Design booth_seq_multiplier, sky130hd; sources not shown.
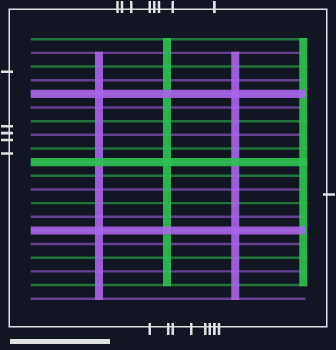
Figure 1: run 1, supply network.
Scale bar: 20 µm. Pins as bars on the die edge.
legend:
  VSS:
    color: purple
  VDD:
    color: green
met4 straps: 4
met1 rails: 20
rows: 19
signal pins: 22
met5 straps: 3
die width: 62.9 µm
area of the core region: 0.00283 mm²
worst IR drop on VDD: 0.569 mV

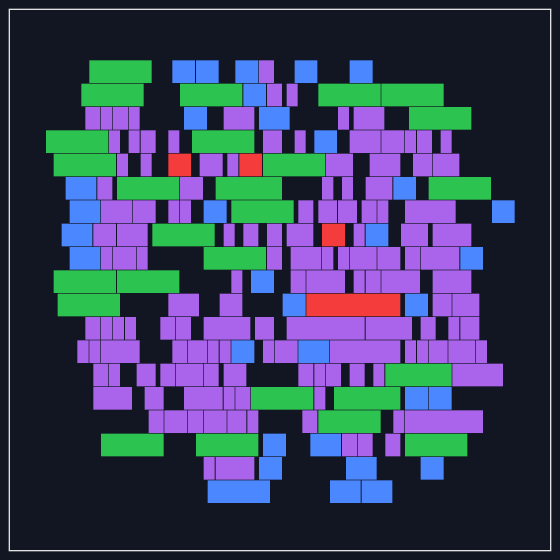
Figure 2: run 1, cells colored by class.
legend:
  all other logic:
    color: purple
    cells: 136
    share_of_their_area: 51%
  flip-flops:
    color: green
    cells: 26
    share_of_their_area: 30%
  other buffers and delay cells:
    color: blue
    cells: 33
    share_of_their_area: 16%
  clock drivers and dummy loads:
    color: red
    cells: 4
    share_of_their_area: 3.0%
Seq area share: 29.0%
Layout Utilization: 64.0%
number of standard-cell rows in the floorplan: 19
Final Instance Area: 0.00181 mm²

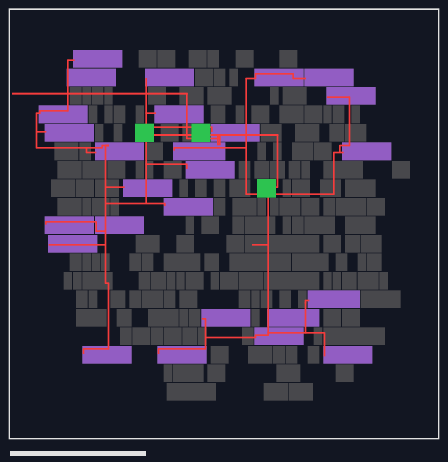
Figure 3: run 1, clock network drawn from the DEF.
Scale bar: 20 µm.
legend:
  clock wires:
    color: red
    length: 340 µm
  cells driving clock nets:
    color: green
    count: 3
  flip-flops:
    color: purple
    count: 26
routed clock nets: 4
Clock group: 0.317 mW
part of the total power dissipated in the clock network: 27.8%
latest clock arrival within the worst-skew pair: 0.34 ns

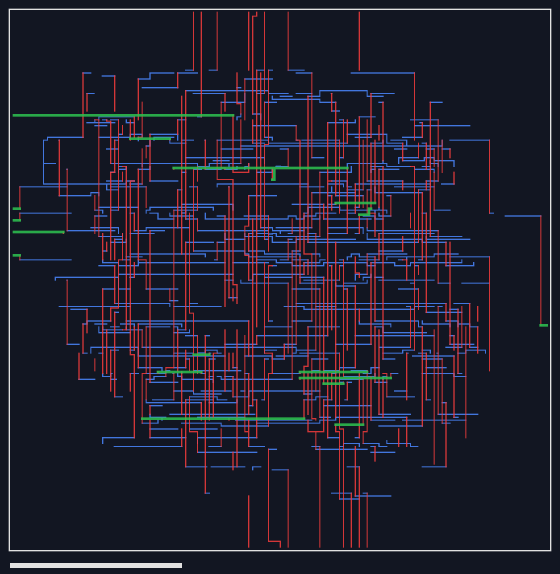
Figure 4: run 1, wiring by layer.
Scale bar: 20 µm.
legend:
  met2:
    color: red
    wire_length: 1730 µm
  met3:
    color: green
    wire_length: 117 µm
  met1:
    color: blue
    wire_length: 1420 µm
vias after detailed routing: 1268
Detailed Route WL: 3.27 mm
total global routing track utilization: 16.4%
mean routed wirelength per cell: 14.2 µm

==> flow_results.xml <==
<?xml version="1.0" encoding="UTF-8"?>
<metrics>
  <group name="critical_path">
    <metric name="start_kind" unit="">flip-flop</metric>
    <metric name="critical_path_required" unit="ns">2.62</metric>
    <metric name="timing.critical_path.slowest_stage_cell" unit="">sky130_fd_sc_hd__dfxtp_2</metric>
    <metric name="worstPathCellList" unit="">inv_1, ha_4, mux2_4, fa_2, a21o_1, a21oi_2, xnor2_2, or3_1, a311oi_1</metric>
    <metric name="crit_arrival" unit="ns">2.58</metric>
    <metric name="timing_worst_setup_path_type" unit="">reg2reg</metric>
    <metric name="timing.reg2reg.setup_slack" unit="ns">0.03</metric>
    <metric name="critical_path_peak_fanout" unit="">3</metric>
    <metric name="cp-end-kind" unit="">flip-flop</metric>
    <metric name="timing.reg2reg.worst_path_depth" unit="">9</metric>
    <metric name="crit_path_max_incr_delay" unit="ns">0.36</metric>
  </group>
  <group name="synthesis">
    <metric name="syn_nets" unit="">193</metric>
    <metric name="synth_cell_types" unit="">36</metric>
    <metric name="mappedNetlistArea" unit="mm²">0.00142</metric>
    <metric name="synth-async-reset-ratio" unit="%">0</metric>
    <metric name="synthTopCellsByArea" unit="">sky130_fd_sc_hd__dfxtp_1 (37%), sky130_fd_sc_hd__ha_1 (11%), sky130_fd_sc_hd__a21oi_1 (6.0%), sky130_fd_sc_hd__nand2_1 (5.3%), sky130_fd_sc_hd__nor2_1 (4.5%)</metric>
    <metric name="enable_flop_cells" unit="">0</metric>
    <metric name="synth.yosys.warnings" unit="">0</metric>
    <metric name="synthesized_registers" unit="">26</metric>
    <metric name="yosys-stat-area" unit="mm²">0.00142</metric>
    <metric name="postSynthAreaPerCell" unit="µm²">8.40</metric>
    <metric name="syn_inst" unit="">169</metric>
    <metric name="yosysTopAreaCell" unit="">sky130_fd_sc_hd__dfxtp_1</metric>
    <metric name="ys_seq_share" unit="%">36.7</metric>
    <metric name="yosys_stat_cell_total" unit="">169</metric>
    <metric name="synth_top_area_share" unit="%">36.7</metric>
    <metric name="synth-main-ff-cell" unit="">sky130_fd_sc_hd__dfxtp_1</metric>
  </group>
  <group name="clocking">
    <metric name="cts_root_buffer" unit="">sky130_fd_sc_hd__clkbuf_4</metric>
    <metric name="cts_buffer_depth" unit="">2</metric>
    <metric name="postCtsHoldBufs" unit="">0</metric>
    <metric name="tritoncts" unit="">yes</metric>
    <metric name="cts.reportedPaths.clkPinSlew" unit="ns">0.16</metric>
    <metric name="numCtsBuffers" unit="">3</metric>
    <metric name="cts_max_level" unit="">1</metric>
    <metric name="cts_num_sinks" unit="">26</metric>
  </group>
  <group name="power_and_ir_drop">
    <metric name="total_leakage_power" unit="nW">0.769</metric>
    <metric name="areal_power_density_over_the_cells" unit="mW/mm²">630</metric>
  </group>
  <group name="final_layout">
    <metric name="largest_register_ff_count" unit="">8</metric>
    <metric name="final_cells" unit="">230</metric>
    <metric name="sequential_cell_area" unit="µm²">524</metric>
    <metric name="antenna_cells_inserted" unit="">0</metric>
    <metric name="layout-drive-gt1-share" unit="%">22.1</metric>
    <metric name="area_growth" unit="%">27.6</metric>
    <metric name="final-comb-area" unit="µm²">872</metric>
    <metric name="finish.net_count" unit="">224</metric>
    <metric name="fillCellCount" unit="">237</metric>
  </group>
  <group name="final_timing">
    <metric name="slew-limit-headroom" unit="%">67.0</metric>
    <metric name="finalHoldViolCount" unit="">0</metric>
    <metric name="final.period_utilization" unit="%">98.7</metric>
    <metric name="fin_crit" unit="ns">2.37</metric>
    <metric name="clock.fmax" unit="GHz">0.422</metric>
    <metric name="timing.final.max_slew_violations" unit="">0</metric>
    <metric name="finalHoldWorstSlack" unit="ns">0.419</metric>
    <metric name="timing.final.ws_setup" unit="ns">0.0317</metric>
    <metric name="worst_pin_slew" unit="ns">0.495</metric>
    <metric name="setup_viol_count_final" unit="">0</metric>
    <metric name="grt_setup_unrepaired" unit="">true</metric>
  </group>
  <group name="flow_run">
    <metric name="warnings" unit="">32</metric>
    <metric name="max-cap-violations" unit="">0</metric>
  </group>
  <group name="floorplan">
    <metric name="die_area" unit="mm²">0.00396</metric>
    <metric name="floorplanUtilization" unit="%">50.2</metric>
    <metric name="pin_count" unit="">22</metric>
  </group>
  <group name="grt">
    <metric name="grt_first_pass_wirelength" unit="mm">5.36</metric>
    <metric name="grt_max_degree" unit="">23</metric>
    <metric name="number_of_antenna_violations_at_the_first_check_in_global_routing" unit="">0</metric>
    <metric name="overflow" unit="">0</metric>
    <metric name="first_global_vias" unit="">1197</metric>
  </group>
  <group name="min_path">
    <metric name="hold_depth" unit="">2</metric>
    <metric name="hp-class" unit="">reg2reg</metric>
  </group>
  <group name="run_status">
    <metric name="result_of_the_run" unit="">complete, no violations</metric>
  </group>
  <group name="route">
    <metric name="post_drt_via_cell_ratio" unit="">5.51</metric>
    <metric name="firstDrtPassIters" unit="">4</metric>
    <metric name="drt-initial-drc-count" unit="">38</metric>
    <metric name="ant_nets" unit="">0</metric>
    <metric name="post-route-drc-count" unit="">0</metric>
  </group>
  <group name="placed_design">
    <metric name="gp_congestion" unit="">0.841</metric>
    <metric name="dp_hpwl" unit="mm">2.42</metric>
    <metric name="placed_cells_incl_taps" unit="">223</metric>
    <metric name="place_area" unit="mm²">0.00168</metric>
    <metric name="placement.setup.worst_slack" unit="ns">-0.0572</metric>
    <metric name="portBuffers" unit="">21</metric>
  </group>
</metrics>
-- run 1: layout by cell type (no fill, tap or decap), drive strengths merged, types with 2 or more instances in the layout --
master / count
or3: 3
nand3: 8
xor2: 2
o21ai: 7
xnor2: 3
a21oi: 19
nor2: 17
ha: 12
a211oi: 7
nand2: 20
buf: 23
clkdlybuf4s50: 10
dfxtp: 26
mux2i: 5
nand2b: 3
nor3: 2
and2: 4
inv: 10
clkbuf: 3
-- run 1: layer usage --
| metal | wire (µm) | GRT usage (%) | up-vias |
|---|---|---|---|
| met2 | 1730 | 30.6 | 31 |
| met1 | 1420 | 19.8 | 588 |
| met4 | 0 | 1.65 | 0 |
| met5 | 0 | 0 | - |
| li1 | - | - | 649 |
| met3 | 116 | 3.24 | 0 |
-- run 1: through the flow --
stage	setup TNS (ns)	total power, mW
final	0	1.14
after global routing	-0.0635	1.19
after CTS	0	1.12
after detailed placement	-0.102	0.805
after global placement	0	0.792
after floorplan	-0.0186	0.715
-- run 1: cells in the mapped netlist (all sizes together), types with 3 or more instances --
master  instances
a21oi          19
ha             12
buf             5
inv            10
mux2i           5
or3             3
nor2           17
dfxtp          26
nand3           8
nand2          20
a211oi          7
nand2b          3
xnor2           3
o21ai           7
and2            4
-- run 1: power breakdown --
part,internal [mW],switching (mW),leakage (nW),total (mW)
Clock,0.169,0.147,0.0279,0.317
Combinational,0.142,0.201,0.528,0.344
Sequential,0.458,0.0219,0.213,0.480
-- run 1: what timing repair did --
action                                  in CTS  in global routing
gates cloned                                 0                  0
buffers inserted                             2                  1
pin swaps                                    5                  2
resized                                      8                  4
endpoints found under the setup margin       2                  2
-- run 1: layout make-up --
type	instances	area share (%)
Sequential cell	26	29.0
Timing Repair Buffer	33	15.8
Clock inverter	1	1.66
Multi-Input combinational cell	126	48.2
Clock buffer	3	1.24
Inverter	10	2.07
Tap cell	31	2.14
-- run 1: cells by family after synthesis --
| family | Yosys count | share of synthesized area [%] |
|---|---|---|
| AOI/OAI and AO/OA | 44 | 19.8 |
| xor gates and xnor gates | 5 | 3.09 |
| adders and majority gates | 13 | 12.0 |
| buffers and inverters | 17 | 5.82 |
| DFF | 26 | 36.7 |
| muxes | 6 | 4.32 |
| and+or+nand+nor | 58 | 18.3 |
-- run 1: critical path, delay by kind of cell (launching register included) --
family,cells,cell delay [ns]
AND/OR/NAND/NOR,1,0.30
XOR/XNOR,1,0.09
adder cells (fa/ha/maj),2,0.51
multiplexers,1,0.31
buffers and inverters,1,0.09
flip-flops,1,0.36
AND-OR/OR-AND,3,0.58
No activity file was given, so power comes from the tool's default toggle rates.
